===== src/rtl/add_header_pkg.sv =====
// Shared types and sizing helpers for the header inserter.
// Used by add_header_shift and add_header_out_stage.
package add_header_pkg;

  typedef enum logic [1:0] {
    IDLE,
    BODY,
    TAIL
  } state_e;

  function automatic int hdr_bytes(input int hdr_w);
    return hdr_w / 8;
  endfunction

  function automatic int keep_bits(input int data_w);
    return data_w / 8;
  endfunction

endpackage


===== src/rtl/add_header_out_stage.sv =====
// Single output register slice: valid/data/keep/last with slot_free.
// Contents hold while valid && !ready.
module add_header_out_stage #(
  parameter int DATA_W = 512,
  parameter int KB     = 64
) (
  input  logic              clk_i,
  input  logic              rst_i,
  input  logic              load_i,
  input  logic [DATA_W-1:0] data_i,
  input  logic [KB-1:0]     keep_i,
  input  logic              last_i,
  input  logic              ready_i,
  output logic              valid_o,
  output logic [DATA_W-1:0] data_o,
  output logic [KB-1:0]     keep_o,
  output logic              last_o,
  output logic              slot_free_o
);

  logic              valid_q, valid_d;
  logic [DATA_W-1:0] data_q;
  logic [KB-1:0]     keep_q;
  logic              last_q;

  assign slot_free_o = !valid_q || ready_i;
  assign valid_d     = load_i || (valid_q && !ready_i);

  // Valid flag: set on load, cleared once the beat is taken.
  always_ff @(posedge clk_i or posedge rst_i) begin
    if (rst_i) valid_q <= 1'b0;
    else       valid_q <= valid_d;
  end

  // Payload: captured only on load so it stays stable under backpressure.
  always_ff @(posedge clk_i or posedge rst_i) begin
    if (rst_i) begin
      data_q <= '0;
      keep_q <= '0;
      last_q <= 1'b0;
    end else if (load_i) begin
      data_q <= data_i;
      keep_q <= keep_i;
      last_q <= last_i;
    end
  end

  assign valid_o = valid_q;
  assign data_o  = data_q;
  assign keep_o  = keep_q;
  assign last_o  = last_q;

endmodule


===== src/rtl/add_header_shift.sv =====
// Prepends one meta word per packet, shifting payload up by HB bytes.
// Optional counters: define ADD_HEADER_STATS_EN.
module add_header_shift
  import add_header_pkg::*;
#(
  parameter int DATA_W = 512,
  parameter int HDR_W  = 32
) (
  input  logic                     clock,
  input  logic                     reset,
  input  logic                     io_in_meta_valid,
  output logic                     io_in_meta_ready,
  input  logic [HDR_W-1:0]         io_in_meta_bits,
  input  logic                     io_in_data_valid,
  output logic                     io_in_data_ready,
  input  logic [DATA_W-1:0]        io_in_data_bits_data,
  input  logic [DATA_W/8-1:0]      io_in_data_bits_keep,
  input  logic                     io_in_data_bits_last,
  output logic                     io_out_data_valid,
  input  logic                     io_out_data_ready,
  output logic [DATA_W-1:0]        io_out_data_bits_data,
  output logic [DATA_W/8-1:0]      io_out_data_bits_keep,
  output logic                     io_out_data_bits_last
`ifdef ADD_HEADER_STATS_EN
  ,
  output logic [31:0]              io_stat_pkts,
  output logic [31:0]              io_stat_tail_beats
`endif
);

  localparam int HB = hdr_bytes(HDR_W);
  localparam int KB = keep_bits(DATA_W);

  if (HDR_W % 8 != 0) begin : g_bad_hdr_w
    $error("HDR_W must be a multiple of 8");
  end
  if (DATA_W % 8 != 0) begin : g_bad_data_w
    $error("DATA_W must be a multiple of 8");
  end
  if (HDR_W < 8 || HDR_W >= DATA_W) begin : g_bad_ratio
    $error("HDR_W must satisfy 8 <= HDR_W < DATA_W");
  end

  state_e            state_q, state_d;
  logic [HDR_W-1:0]  res_data_q;
  logic [HB-1:0]     res_keep_q;

  logic              slot_free;
  logic              beat_fire;
  logic              load;
  logic              ovf;
  logic [DATA_W-1:0] nxt_data;
  logic [KB-1:0]     nxt_keep;
  logic              nxt_last;

  // Top HB bytes of the incoming beat spill into the next output beat.
  assign ovf = |io_in_data_bits_keep[KB-1 -: HB];

  // State register.
  always_ff @(posedge clock or posedge reset) begin
    if (reset) state_q <= IDLE;
    else       state_q <= state_d;
  end

  // Next state: advance on accepted beats and emitted tails.
  always_comb begin
    state_d = state_q;
    unique case (state_q)
      IDLE, BODY: begin
        if (beat_fire) begin
          if (!io_in_data_bits_last) state_d = BODY;
          else if (ovf)              state_d = TAIL;
          else                       state_d = IDLE;
        end
      end
      TAIL: begin
        if (slot_free) state_d = IDLE;
      end
      default: state_d = IDLE;
    endcase
  end

  // Outputs: handshakes and the shifted beat to load.
  always_comb begin
    io_in_meta_ready = 1'b0;
    io_in_data_ready = 1'b0;
    beat_fire        = 1'b0;
    load             = 1'b0;
    nxt_data         = '0;
    nxt_keep         = '0;
    nxt_last         = 1'b0;
    unique case (state_q)
      IDLE: begin
        io_in_meta_ready = io_in_data_valid && slot_free && !reset;
        io_in_data_ready = io_in_meta_valid && slot_free && !reset;
        beat_fire = io_in_meta_valid && io_in_data_valid && slot_free;
        load      = beat_fire;
        nxt_data  = {io_in_data_bits_data[DATA_W-HDR_W-1:0], io_in_meta_bits};
        nxt_keep  = {io_in_data_bits_keep[KB-HB-1:0], {HB{1'b1}}};
        nxt_last  = io_in_data_bits_last && !ovf;
      end
      BODY: begin
        io_in_data_ready = slot_free && !reset;
        beat_fire = io_in_data_valid && slot_free;
        load      = beat_fire;
        nxt_data  = {io_in_data_bits_data[DATA_W-HDR_W-1:0], res_data_q};
        nxt_keep  = {io_in_data_bits_keep[KB-HB-1:0], res_keep_q};
        nxt_last  = io_in_data_bits_last && !ovf;
      end
      TAIL: begin
        load     = slot_free;
        nxt_data = {{(DATA_W-HDR_W){1'b0}}, res_data_q};
        nxt_keep = {{(KB-HB){1'b0}}, res_keep_q};
        nxt_last = 1'b1;
      end
      default: ;
    endcase
  end

  // Residual: the bytes pushed off the top of each accepted beat.
  always_ff @(posedge clock or posedge reset) begin
    if (reset) begin
      res_data_q <= '0;
      res_keep_q <= '0;
    end else if (beat_fire) begin
      res_data_q <= io_in_data_bits_data[DATA_W-1 -: HDR_W];
      res_keep_q <= io_in_data_bits_keep[KB-1 -: HB];
    end
  end

  add_header_out_stage #(
    .DATA_W (DATA_W),
    .KB     (KB)
  ) u_out (
    .clk_i       (clock),
    .rst_i       (reset),
    .load_i      (load),
    .data_i      (nxt_data),
    .keep_i      (nxt_keep),
    .last_i      (nxt_last),
    .ready_i     (io_out_data_ready),
    .valid_o     (io_out_data_valid),
    .data_o      (io_out_data_bits_data),
    .keep_o      (io_out_data_bits_keep),
    .last_o      (io_out_data_bits_last),
    .slot_free_o (slot_free)
  );

`ifdef ADD_HEADER_STATS_EN
  logic        tail_q;
  logic [31:0] pkts_q;
  logic [31:0] tails_q;
  logic        out_fire;

  assign out_fire = io_out_data_valid && io_out_data_ready;

  // Counters: packets and tail beats leaving the output register.
  always_ff @(posedge clock or posedge reset) begin
    if (reset) begin
      tail_q  <= 1'b0;
      pkts_q  <= '0;
      tails_q <= '0;
    end else begin
      if (load) tail_q <= (state_q == TAIL);
      if (out_fire && io_out_data_bits_last) pkts_q <= pkts_q + 32'd1;
      if (out_fire && tail_q) tails_q <= tails_q + 32'd1;
    end
  end

  assign io_stat_pkts       = pkts_q;
  assign io_stat_tail_beats = tails_q;
`endif

endmodule


===== config.mk =====
export PLATFORM = sky130hd
export DESIGN_NAME = add_header_shift
export DESIGN_NICKNAME = d
export VERILOG_FILES = /design/src/rtl/add_header_pkg.sv /design/src/rtl/add_header_out_stage.sv /design/src/rtl/add_header_shift.sv
export SDC_FILE = /design/constraint.sdc
export NUM_CORES = 1
export LEC_CHECK = 0
export ABC_AREA = 1
export CORE_AREA = 3 3 466 468
export DETAILED_ROUTE_END_ITERATION = 8
export DIE_AREA = 0 0 469 471
export GPL_TIMING_DRIVEN = 0
export HOLD_SLACK_MARGIN = 0.12
export PLACE_DENSITY = 0.37
export SYNTH_ARGS = -nofsm -noshare
export SYNTH_HDL_FRONTEND = slang
export SYNTH_SLANG_ARGS = --single-unit

===== constraint.sdc =====
create_clock -name clock -period 35.4 [get_ports clock]
set_input_delay 5.31 -clock clock [delete_from_list [all_inputs] [get_ports clock]]
set_output_delay 5.31 -clock clock [all_outputs]
set_load 0.01 [all_outputs]

==> commit_impl_results.txt <==
Refresh implementation metrics

- The initialized floorplan defines about 170 standard-cell rows.
- Number of buffers added by the clock tree synthesis step: approximately 85
- Count of routing violations after the opening detailed-route iteration: around 1600
- The final layout reports a setup TNS of 0 ps.
- Worst-path fanout max: 3
* Wire length of the first global-routing pass: roughly 250 mm
* Top cells excl fill/tap: nand2_1 (1234), clkdlybuf4s50_1 (1193), dfrtp_1 (616)
- For this sky-water flow run, the detailed-routed wirelength per cell is reported as about 23 um.
* Hold Worst Slack: 486.4 ps
- According to the floorplan report, the total die area is between 200000 and 250000 um^2.
* Share of cells above drive strength 1: under 10%
- Average instance area after synthesis: roughly 7.4 um^2
- The longest clock path from root to sink contains 3 buffers.
- Run status: complete, no violations
- Summing internal, switching and leakage power gives about 4 mW.
- For this run, the post-layout net count is about 5800.
* GR Overflow Total: 0
- Min setup slack post-route: roughly 23000 ps
* Cells traversed along the worst timing path: clkdlybuf4s50_1 -> inv_1 -> nand2_1 -> nand2_1 -> nor3_1 -> clkdlybuf4s50_1
* Slowest cell on the critical path: clkdlybuf4s50_1
- Summing over every cut layer, the via total after detailed routing is approximately 30000.
- Synthesis produced 3905 cells.
* Dpl ws: between 20000 and 25000 ps
- Critical path endpoint category: primary output
- After detailed routing, the total wire length is around 180 mm.
- Delay of the slowest cell on the worst path: 660 ps
* Most instantiated logic cell after routing: nand2_1
==> final cells by class <==
| type | instances | area (um^2) |
|---|---|---|
| Buffer | 267 | 1297 |
| Inverter | 584 | 2200 |
| Timing Repair Buffer | 1200 | 12130 |
| Fill cell | 24196 | 166400 |
| Antenna cell | 19 | 47.55 |
| Multi-Input combinational cell | 2438 | 9978 |
| Sequential cell | 616 | 15410 |
| Clock inverter | 28 | 447.9 |
| Clock buffer | 123 | 2461 |
| Tap cell | 2838 | 3551 |
==> synth_stat cells <==
master	n	share of area (%)
a21oi_1	1	0.017
buf_1	8	0.10
buf_2	187	3.2
buf_4	16	0.42
clkbuf_1	56	0.73
dfrtp_1	616	53
inv_1	582	7.6
inv_2	2	0.026
nand2_1	1234	16
nand2_2	2	0.043
nand3_1	579	10
nand4_1	1	0.022
nor2_1	548	7.1
nor2_2	1	0.022
nor3_1	2	0.035
o21ai_0	68	1.2
o21ai_1	1	0.017
or2_2	1	0.022
==> worst reg2reg max path: stages (launching register included) <==
cell      delay (ps)
dfrtp_1          310
buf_2            170
buf_2            550
clkbuf_1         890
buf_2            560
nor2_1           110
nand2_1          180
nand2_1           80
==> state kept, by name (all words and copies together), names as in the netlist <==
| name | cells |
|---|---|
| u_out.last_o | 1 |
| u_out.data_o | 512 |
| state_q | 2 |
| res_keep_q | 4 |
| u_out.keep_o | 64 |
| u_out.valid_o | 1 |
| res_data_q | 32 |
==> per-stage QoR <==
step | instances | instance area [um^2]
after floorplan | 3905 | 28880
after global placement | 7936 | 44370
after detailed placement | 7943 | 44580
after CTS | 8094 | 47480
after global routing | 8099 | 47500
final | 8113 | 47530
==> metal layers <==
layer	vias to the layer above	GRT usage (%)	wire, um	part of all wire [%]
li1	14287	-	-	-
met1	14448	17.89	70840	38
met2	1109	27.95	90030	49
met3	217	6.607	18450	10
met4	46	4.627	4708	2.6
met5	-	0	280	0.15
==> cells by family after synthesis <==
| logic type | count (synthesis) | synth area share, % |
|---|---|---|
| flops | 616 | 53.37 |
| compound gates | 70 | 1.213 |
| buf+inv | 851 | 12.08 |
| simple gates | 2368 | 33.34 |
==> path summary, 6_finish.rpt <==
| kind | from | endpoint | slack, ps | cells after the start |
|---|---|---|---|---|
| setup / recovery | io_out_data_ready | io_in_meta_ready | 23230 | 6 |
| hold reg to reg | res_keep_q[3]$_DFFE_PP0P_ | res_keep_q[3]$_DFFE_PP0P_ | 490 | 2 |
| max in group asynchronous | reset | u_out.data_o[461]$_DFFE_PP0P_ | 28560 | 5 |
| min in group asynchronous | reset | state_q[0]$_DFFE_PP0P_ | 5140 | 2 |
| setup reg to reg | state_q[1]$_DFFE_PP0P_ | u_out.data_o[61]$_DFFE_PP0P_ | 32430 | 7 |
| hold / removal | res_keep_q[3]$_DFFE_PP0P_ | res_keep_q[3]$_DFFE_PP0P_ | 490 | 2 |
==> report_power, final <==
part / internal (mW) / total [mW] / switching (mW)
sequential: 1.03 / 1.24 / 0.213
combinational: 0.816 / 1.83 / 1.02
clock: 0.537 / 0.919 / 0.382
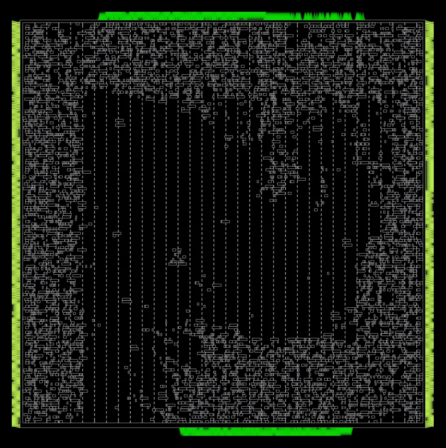
Figure 1: placement view.
tap cells: 2838
post-layout util: 22.21%

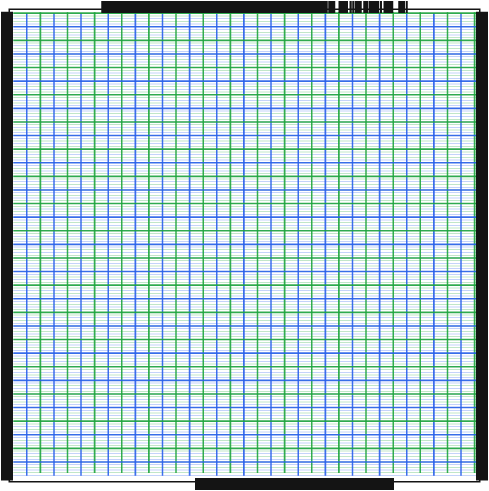
Figure 2: power grid.
(1 px per um) Pins as bars on the die edge.
[VSS] blue
[VDD] green
rows: 170
met1 rails: 171
met4 straps: 34

No activity file was given, so power comes from the tool's default toggle rates.
